[config.mk]
export PLATFORM = sky130hd
export DESIGN_NAME = float_mul_iter
export DESIGN_NICKNAME = d
export VERILOG_FILES = /design/src/rtl/float_mul_iter.sv
export SDC_FILE = /design/constraint.sdc
export NUM_CORES = 1
export LEC_CHECK = 0
export CAP_MARGIN = 20
export CORE_UTILIZATION = 35
export DETAILED_ROUTE_END_ITERATION = 10
export MAX_ROUTING_LAYER = met4
export PLACE_DENSITY = 0.64
export SLEW_MARGIN = 20
export SYNTH_ARGS = -nofsm -noshare
export SYNTH_HDL_FRONTEND = slang
export SYNTH_SLANG_ARGS = --single-unit
export TNS_END_PERCENT = 1
[constraint.sdc]
create_clock -name clk -period 5.1 [get_ports clk]
set_input_delay 0.51 -clock clk [delete_from_list [all_inputs] [get_ports clk]]
set_output_delay 0.51 -clock clk [all_outputs]
set_load 0.02 [all_outputs]
[src/rtl/float_mul_iter.sv]
`timescale 1ns/1ps
// float_mul_iter: iterative (one bit per cycle) floating-point multiplier front end.
// Produces the unnormalised {sign, exp, man} triple plus a NaN flag for float_combine.
module float_mul_iter #(
    parameter  int EXP_WIDTH   = 8,
    parameter  int MAN_WIDTH   = 23,
    localparam int FLOAT_WIDTH = EXP_WIDTH + MAN_WIDTH + 1
) (
    input  logic                   clk,
    input  logic                   rst,
    input  logic [FLOAT_WIDTH-1:0] a,
    input  logic [FLOAT_WIDTH-1:0] b,
    input  logic                   in_valid,
    output logic                   in_ready,
    output logic                   sign,
    output logic [EXP_WIDTH+1:0]   exp,
    output logic [MAN_WIDTH+2:0]   man,
    output logic                   is_nan,
    output logic                   out_valid,
    input  logic                   out_ready
);

    localparam int SIG_W  = MAN_WIDTH + 1;
    localparam int PROD_W = 2 * SIG_W;
    localparam int CNT_W  = $clog2(MAN_WIDTH + 1);
    localparam logic [CNT_W-1:0]     CNT_LAST = CNT_W'(MAN_WIDTH);
    localparam logic [EXP_WIDTH+1:0] BIAS     = (EXP_WIDTH + 2)'((1 << (EXP_WIDTH - 1)) - 1);
    localparam logic [EXP_WIDTH-1:0] EXP_ONES = '1;

    typedef enum logic [1:0] {S_IDLE, S_MUL, S_DONE} state_t;

    state_t r_state;
    state_t w_state_next;

    logic [SIG_W-1:0]     r_mcand;
    logic [PROD_W-1:0]    r_acc;
    logic [CNT_W-1:0]     r_cnt;
    logic                 r_sign;
    logic [EXP_WIDTH+1:0] r_exp;
    logic [MAN_WIDTH+2:0] r_man;
    logic                 r_is_nan;
    logic                 r_out_valid;

    // Operand field decode
    logic [EXP_WIDTH-1:0] w_ea, w_eb, w_ea_eff, w_eb_eff;
    logic [MAN_WIDTH-1:0] w_ma, w_mb;
    logic                 w_a_zexp, w_b_zexp, w_a_max, w_b_max;
    logic                 w_a_nan, w_b_nan, w_a_inf, w_b_inf, w_a_zero, w_b_zero;
    logic                 w_special, w_res_nan, w_res_inf, w_accept, w_last;
    logic [EXP_WIDTH+1:0] w_exp_sum;
    logic [SIG_W:0]       w_addend, w_sum;
    logic [PROD_W-1:0]    w_next_acc;

    assign w_ea     = a[FLOAT_WIDTH-2 -: EXP_WIDTH];
    assign w_eb     = b[FLOAT_WIDTH-2 -: EXP_WIDTH];
    assign w_ma     = a[MAN_WIDTH-1:0];
    assign w_mb     = b[MAN_WIDTH-1:0];
    assign w_a_zexp = (w_ea == '0);
    assign w_b_zexp = (w_eb == '0);
    assign w_a_max  = (w_ea == EXP_ONES);
    assign w_b_max  = (w_eb == EXP_ONES);
    assign w_a_nan  = w_a_max && (w_ma != '0);
    assign w_b_nan  = w_b_max && (w_mb != '0);
    assign w_a_inf  = w_a_max && (w_ma == '0);
    assign w_b_inf  = w_b_max && (w_mb == '0);
    assign w_a_zero = w_a_zexp && (w_ma == '0);
    assign w_b_zero = w_b_zexp && (w_mb == '0);

    // Subnormals use an effective exponent of 1 with a zero hidden bit.
    assign w_ea_eff  = w_a_zexp ? EXP_WIDTH'(1) : w_ea;
    assign w_eb_eff  = w_b_zexp ? EXP_WIDTH'(1) : w_eb;
    assign w_exp_sum = {2'b00, w_ea_eff} + {2'b00, w_eb_eff} - BIAS;

    assign w_res_nan = w_a_nan || w_b_nan || (w_a_inf && w_b_zero) || (w_b_inf && w_a_zero);
    assign w_res_inf = w_a_inf || w_b_inf;
    assign w_special = w_a_nan || w_b_nan || w_a_inf || w_b_inf || w_a_zero || w_b_zero;

    assign w_accept = in_valid && (r_state == S_IDLE);
    assign w_last   = (r_cnt == CNT_LAST);

    // Shift-add step: the multiplier sits in the low half of the accumulator and
    // is consumed LSB first while partial sums shift in from the top.
    assign w_addend   = r_acc[0] ? {1'b0, r_mcand} : '0;
    assign w_sum      = {1'b0, r_acc[PROD_W-1:SIG_W]} + w_addend;
    assign w_next_acc = {w_sum, r_acc[SIG_W-1:1]};

    // State register
    always_ff @(posedge clk or posedge rst) begin
        // NOTE: sequential state uses non-blocking assignments so every flop samples pre-edge values.
        if (rst) r_state <= S_IDLE;
        else     r_state <= w_state_next;
    end

    // Next-state decode
    always_comb begin
        // NOTE: default assigned first so no path leaves the signal unassigned (no latch).
        w_state_next = r_state;
        unique case (r_state)
            S_IDLE: if (w_accept) w_state_next = w_special ? S_DONE : S_MUL;
            S_MUL:  if (w_last)   w_state_next = S_DONE;
            S_DONE: if (out_ready) w_state_next = S_IDLE;
            default: w_state_next = S_IDLE;
        endcase
    end

    // Datapath: operand capture, special resolution, shift-add loop, result hold
    always_ff @(posedge clk or posedge rst) begin
        if (rst) begin
            r_mcand     <= '0;
            r_acc       <= '0;
            r_cnt       <= '0;
            r_sign      <= 1'b0;
            r_exp       <= '0;
            r_man       <= '0;
            r_is_nan    <= 1'b0;
            r_out_valid <= 1'b0;
        end else begin
            unique case (r_state)
                S_IDLE: begin
                    if (w_accept) begin
                        r_sign      <= a[FLOAT_WIDTH-1] ^ b[FLOAT_WIDTH-1];
                        r_is_nan    <= w_res_nan;
                        r_out_valid <= w_special;
                        r_mcand     <= {~w_a_zexp, w_ma};
                        r_acc       <= {{SIG_W{1'b0}}, ~w_b_zexp, w_mb};
                        r_cnt       <= '0;
                        if (w_res_nan) begin
                            r_exp <= '0;
                            r_man <= '0;
                        end else if (w_res_inf) begin
                            r_exp <= {2'b00, EXP_ONES};
                            r_man <= (MAN_WIDTH + 3)'(1) << MAN_WIDTH;
                        end else if (w_special) begin
                            r_exp <= '0;
                            r_man <= '0;
                        end else begin
                            r_exp <= w_exp_sum;
                            r_man <= '0;
                        end
                    end
                end
                S_MUL: begin
                    r_acc <= w_next_acc;
                    if (w_last) begin
                        r_man       <= {1'b0, w_next_acc[PROD_W-1:MAN_WIDTH]};
                        r_out_valid <= 1'b1;
                    end else begin
                        r_cnt <= r_cnt + CNT_W'(1);
                    end
                end
                S_DONE: begin
                    if (out_ready) r_out_valid <= 1'b0;
                end
                default: r_out_valid <= 1'b0;
            endcase
        end
    end

    assign in_ready  = (r_state == S_IDLE);
    assign sign      = r_sign;
    assign exp       = r_exp;
    assign man       = r_man;
    assign is_nan    = r_is_nan;
    assign out_valid = r_out_valid;

endmodule

==> flow_metrics.tcl <==
# place-and-route summary
set metrics [dict create \
    status "completed" \
    post-cts-setup-buffers 0 \
    final_nets 926 \
    fill_cells 1788 \
    floorplan.core_util 0.356 \
    required_ns 5.40 \
    cp-end-kind "flip-flop" \
    cp.arrival_ns 3.60 \
    routabilityCongestion 0.876 \
    rsz0062_at_grt "no" \
    ys_chip_area_sq_um 6640 \
    grtUsageTotal 0.185 \
    die_x_microns 140 \
    path_class "flip-flop to flip-flop" \
    vias 5454 \
    p_seq_frac 0.283 \
    tightest_slew_ns 0.848 \
    postCtsResizedCells 0 \
    combPwrFrac 0.463 \
    grt_max_degree 74 \
    cts_tree "yes" \
    topCellsByArea "dfrtp_1 44%, nand2_1 9.8%, ha_1 7.5%" \
    dp_hpwl_microns 11600 \
    leakage_nw 3.93 \
    p_int_mw 3.41 \
    fin_setup_tns_ns 0 \
    fmax_mhz 304 \
    finalCritPeriodShare 0.646 \
    warning_count 26 \
    swShare 0.394 \
    hold_buffers 0 \
    yosys_warnings 0 \
    mostFrequentLayoutCell "nand2_1" \
    drtAntennaViolNets 0 \
    ys_cells 724 \
    maxSlewViolCount 0 \
    antenna_found_initial 0 \
    yosysSeqAreaShare 0.437 \
    syn_area_sq_um 6640 \
    drc_errors 0 \
    crit_path_max_fanout 25 \
    top_area_frac 0.437 \
    edf_count 0 \
    cpPeakStageDelay_ns 0.84 \
    postSynthAreaPerCell_sq_um 9.17 \
    drive_above_1_share 0.0760 \
    drt-initial-drc-count 358 \
    most-common-layout-cells "173 x nand2_1, 116 x dfrtp_1, 106 x clkdlybuf4s50_1" \
    synth_cell_types 61 \
    fp_nets 834 \
    p_seq_mw 1.59 \
    io_buffers 106 \
]
[metrics by stage]
step | area [sq um] | setup slack (ns) | power, mW | cells | hold slack (ns)
2_1_floorplan | 6640 | 1.52 | 3.47 | 724 | 0.437
3_3_place_gp | 7870 | 1.55 | 4.18 | 1031 | 0.453
3_5_place_dp | 7870 | 1.47 | 4.23 | 1031 | 0.454
4_1_cts | 8570 | 1.77 | 5.68 | 1063 | 0.468
5_1_grt | 8570 | 1.52 | 6.07 | 1063 | 0.490
6_report | 8570 | 1.81 | 5.63 | 1063 | 0.464
[metal layers]
layer | up-vias | routed length (microns) | GRT usage
met4 | 0 | 269 | 0.0578
met2 | 130 | 7430 | 0.284
met3 | 16 | 856 | 0.0478
met1 | 2588 | 7800 | 0.239
li1 | 2720 | - | -
met5 | - | 0 | -
[cells in the mapped netlist (2+ instances only)]
library cell	n
o31ai_1	4
and2_1	26
a221o_1	7
o21bai_1	3
buf_6	2
dfrtp_1	116
o21a_1	8
a22o_1	12
or4_1	4
a211oi_2	2
o21ai_0	52
nor3_1	11
xor2_1	7
fa_1	2
nor4_1	11
or3_1	2
a22o_2	2
a211oi_1	8
buf_2	4
a211o_1	2
o211ai_1	2
inv_1	15
a31oi_1	6
ha_1	40
nand2_1	173
a21o_1	10
mux2i_1	25
nor2b_1	5
mux2_2	2
nand2b_1	3
nor2_2	2
o21ai_1	5
nand4_1	12
clkbuf_1	30
xnor2_1	17
a21oi_1	15
clkbuf_8	2
nand3_1	12
o31ai_2	3
nor2_1	37
a21oi_2	3
[flip-flops by register name, indices dropped and copies added, names as in the netlist]
name,count
r_state,2
man,25
is_nan,1
sign,1
r_acc,48
r_mcand,24
exp,10
r_cnt,5
[worst max-delay path, delay by kind of cell (launching register included)]
kind | cells | cell delay [ns]
flip-flops | 1 | 0.84
XOR/XNOR | 1 | 0.16
adder cells (fa/ha/maj) | 2 | 0.56
buffers and inverters | 1 | 0.06
AND-OR/OR-AND | 4 | 0.91
AND/OR/NAND/NOR | 3 | 0.64
[logic make-up after synthesis]
kind of cell               count (synthesis)  synth area share
other                                      1          0.000565
buffers and inverters                     54            0.0371
AOI/OAI and AO/OA                        156             0.164
DFF                                      116             0.437
muxes                                     27            0.0411
and+or+nand+nor                          304             0.207
xor gates and xnor gates                  24            0.0316
adders and majority gates                 42            0.0814
[path summary, 6_finish.rpt]
| kind | start | end | slack (ns) | cells past startpoint |
|---|---|---|---|---|
| max | r_acc[0] | man[22] | 1.81 | 11 |
| min | r_mcand[14] | r_mcand[14] | 0.46 | 2 |
| max reg2reg | r_acc[0] | man[22] | 1.81 | 11 |
| min reg2reg | r_mcand[14] | r_mcand[14] | 0.46 | 2 |
| max in group asynchronous | rst | exp[4] | 3.59 | 3 |
| min in group asynchronous | rst | man[4] | 0.60 | 2 |
[final cells by class]
class,instances,area [sq um],share of cell area
clock buffers,17,425,0.0496
clock inverters,15,275,0.0321
flip-flops and latches,116,2900,0.339
multi-input cells,554,3510,0.410
repair buffers,112,1110,0.129
well taps,234,293,0.0342
inverters,15,58.8,0.00686
**Supply network**

The bar under the picture is 50 microns long. Pins as bars on the die edge.
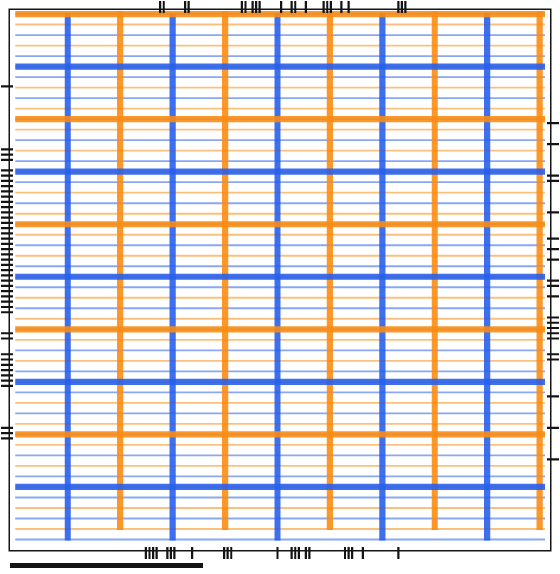
legend:
  VDD:
    color: orange
  VSS:
    color: blue
rows: 50
met4 straps: 10
signal pins: 108
met5 straps: 10
met1 rails: 51
chip height: 140 microns
IR Drop Worst-Case VDD: 0.000274 V
total core area: 18600 sq um

**Placed cells, one color a class**

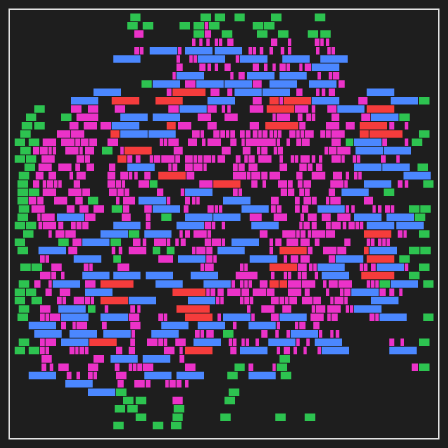
legend:
  all other logic:
    color: magenta
    cells: 569
  clock drivers and dummy loads:
    color: red
    cells: 32
  other buffers and delay cells:
    color: green
    cells: 112
  flip-flops:
    color: blue
    cells: 116
row cnt: 50
Seq area share: 0.339
fin area: 8570 sq um
Post-Route Utilization: 0.460

**Clock distribution**

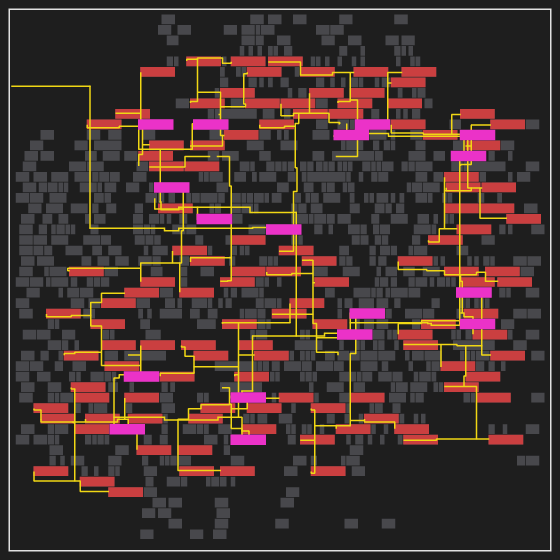
legend:
  cells driving clock nets:
    color: magenta
    count: 17
  clock wires:
    color: yellow
    length: 1680 microns
  flip-flops:
    color: red
    count: 116
flops lie: widely spread
routed clock nets: 18
clock-net power: 1.43 mW
clock share of power: 0.254
clk_skew: 0.00633 ns
Insertion Delay late pin: 0.42 ns

**Metal layers overlaid**

The bar under the picture is 50 microns long.
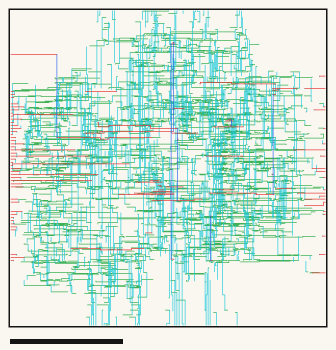
legend:
  met2:
    color: cyan
    wire_length: 7430 microns
  met1:
    color: green
    wire_length: 7800 microns
  met3:
    color: red
    wire_length: 856 microns
  met4:
    color: blue
    wire_length: 270 microns

Power figures rest on the tool's default switching activity, not on a simulated workload.
